**Track usage over the die**

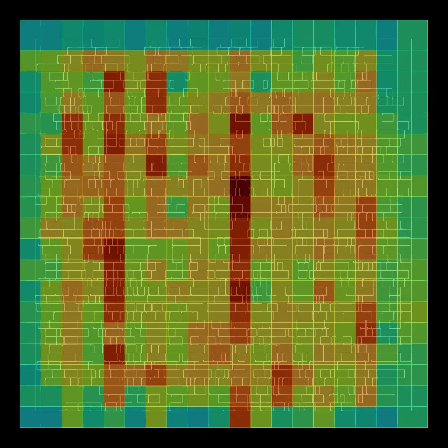
**M4 wires**

Scale bar: 50 µm.
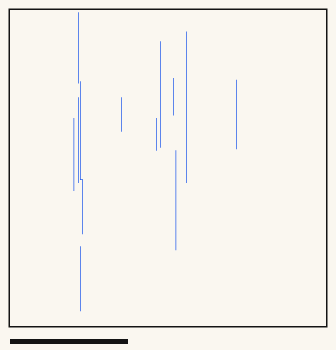
**The metal 3 layer**

Scale bar: 50 µm. Cells faint in the background.
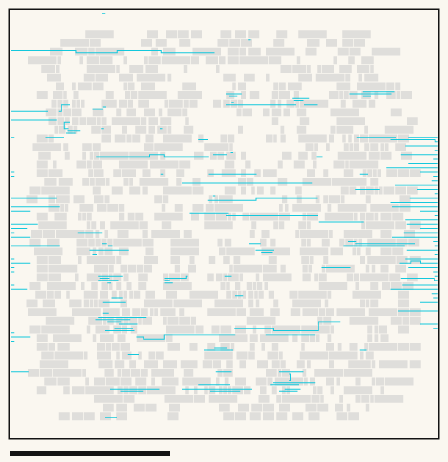
**Signal wires on met2**

Scale bar: 50 µm. Cells faint in the background.
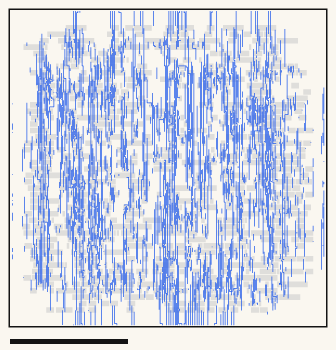
==> config.mk <==
export PLATFORM = sky130hd
export DESIGN_NAME = divu_seq_32_flat
export DESIGN_NICKNAME = d
export VERILOG_FILES = /design/src/rtl/divu_if.sv /design/src/rtl/divu_seq_32.sv /design/src/flat_wrapper.sv
export SDC_FILE = /design/constraint.sdc
export NUM_CORES = 1
export LEC_CHECK = 0
export CAP_MARGIN = 20
export CORE_MARGIN = 5
export CORE_UTILIZATION = 45
export DETAILED_ROUTE_END_ITERATION = 8
export GPL_TIMING_DRIVEN = 1
export PLACE_DENSITY_LB_ADDON = 0.12
export SLEW_MARGIN = 40
export SYNTH_ARGS = -nofsm -noshare
export SYNTH_HDL_FRONTEND = slang
export SYNTH_SLANG_ARGS = --single-unit
==> constraint.sdc <==
create_clock -name clk -period 5.5 [get_ports clk]
set_clock_uncertainty 0.05 [all_clocks]
set_input_delay 0.55 -clock clk [delete_from_list [all_inputs] [get_ports clk]]
set_output_delay 0.55 -clock clk [all_outputs]
set_load 0.005 [all_outputs]
==> notes.md <==
The run finished with clean final reports. Combinational logic is responsible for 68.0% of the overall power. The synthesized netlist was found by Yosys to have 777 cells.

The first global-routing pass estimated 34700 µm of wire. The horizontal die dimension reported for this design is 134 µm. Post-route period utilization is reported as 68.6%.

The time the final worst path needs with I/O delays and setup was 3.77 ns. The tools report the number of gates resized after cts as 0. The floorplan step set the die height to 134 µm. After floorplanning, the die was sized to cover 18000 µm².

According to the hold report, the worst path is of the flip-flop to flip-flop type. The cell count of the worst hold path came out at 2. The final timing report lists a hold violation count of 0. The via density per instance is 6.03, and the number of nets at floorplan is 879.

Power comes to 6960 µW. The critical path contains buffers and inverters numbering 2 combined. Cells with a size suffix above 1 make up 9.23% of the layout. In the routed design, unresolved DRC markers number 0. In the synthesized netlist, the cells that appear most often are sky130_fd_sc_hd__dfrtp_1 (104), sky130_fd_sc_hd__nand2_1 (74), sky130_fd_sc_hd__a21oi_1 (58), sky130_fd_sc_hd__nor2_1 (56), sky130_fd_sc_hd__inv_1 (43). The layout report gives the multi-input gate share of total cell area as 45.5%.

In this build the clock could be raised as far as 0.265 GHz. Per the detail_route log, met2 wirelength is 10300 µm. The synthesized design contains 104 register bits.

Summed over all cells, the static leakage comes to 0.00377 µW. Counting the buffers created by CTS gives 9. Detailed placement finished with a half-perimeter wire length of 16400 µm. The run gives 0.36 ns as the clock latency at the later pin of the worst-skew pair. The power share of the sequential group came out at 22.2%. The required time of the critical path came out at 5.75 ns. There are 104 flip-flops and latches. The worst-case clock buffer depth came out at 2.

The logs give 0 for the tally of nets with antenna violations remaining after routing and 10200 µm for the detailed-route wire length on metal 1. The finished design was reported to have a net count of 985.
About 'track usage over the die':
busiest layer in global routing: met2
wire per inst: 20.5 µm
met2 track demand over resource: 38.5%
met1 GRT Util: 34.9%

About 'M4 wires':
longest straight run = 63.9 µm
nets with wire on the layer = 9
wire length on this layer = 413 µm
share of all routed wire = 1.9%
total number of vias: 6492
final WL: 22100 µm

About 'the metal 3 layer':
share of all routed wire = 5.4%
longest straight run = 40.5 µm
main direction = horizontal
wire length on this layer = 1180 µm
nets with wire on the layer = 134
met3 Resource Use GR: 4.43%

About 'signal wires on met2':
wire length on this layer = 10300 µm
main direction = vertical
longest straight run = 68.3 µm
nets with wire on the layer = 852

[worst register-to-register path, cell delays in order (launching register included)]
cell and delay [ns]:
sky130_fd_sc_hd__dfrtp_1 0.37, sky130_fd_sc_hd__inv_1 0.07, sky130_fd_sc_hd__ha_1 0.23, sky130_fd_sc_hd__fa_1 0.41, sky130_fd_sc_hd__nor2b_1 0.21, sky130_fd_sc_hd__o31ai_1 0.11
sky130_fd_sc_hd__a21o_1 0.20, sky130_fd_sc_hd__o211ai_2 0.27, sky130_fd_sc_hd__nand4_1 0.23, sky130_fd_sc_hd__o211ai_4 0.66, sky130_fd_sc_hd__buf_4 0.44, sky130_fd_sc_hd__mux2_4 0.35
sky130_fd_sc_hd__a21oi_2 0.12
[stage by stage]
stage	hold slack (ns)	cells	utilization, %
6_report	0.430	1076	57.6
5_1_grt	0.472	1076	57.6
4_1_cts	0.431	1075	57.5
3_5_place_dp	0.415	1059	55.5
3_3_place_gp	0.410	1059	55.5
2_1_floorplan	0.420	777	-
[power by group through the flow]
stage | logic (µW) | registers [µW] | clock network [µW]
global placement | 4620 | 1540 | 0
finish | 4730 | 1550 | 683
CTS | 4710 | 1550 | 696
floorplan | 3400 | 1450 | 0
detailed placement | 4690 | 1560 | 0
global route | 5210 | 1600 | 728
[logic make-up (layout without fill, tap and decap cells)]
group | after synthesis | after routing | share of synthesized area [%]
and+or+nand+nor | 252 | 252 | 17.8
AOI/OAI and AO/OA | 214 | 214 | 21.2
DFF | 104 | 104 | 37.6
buffers and inverters | 94 | 205 | 5.45
muxes | 54 | 54 | 8.52
adders and majority gates | 35 | 35 | 6.43
xor gates and xnor gates | 24 | 24 | 3.03
No activity file was given, so power comes from the tool's default toggle rates.
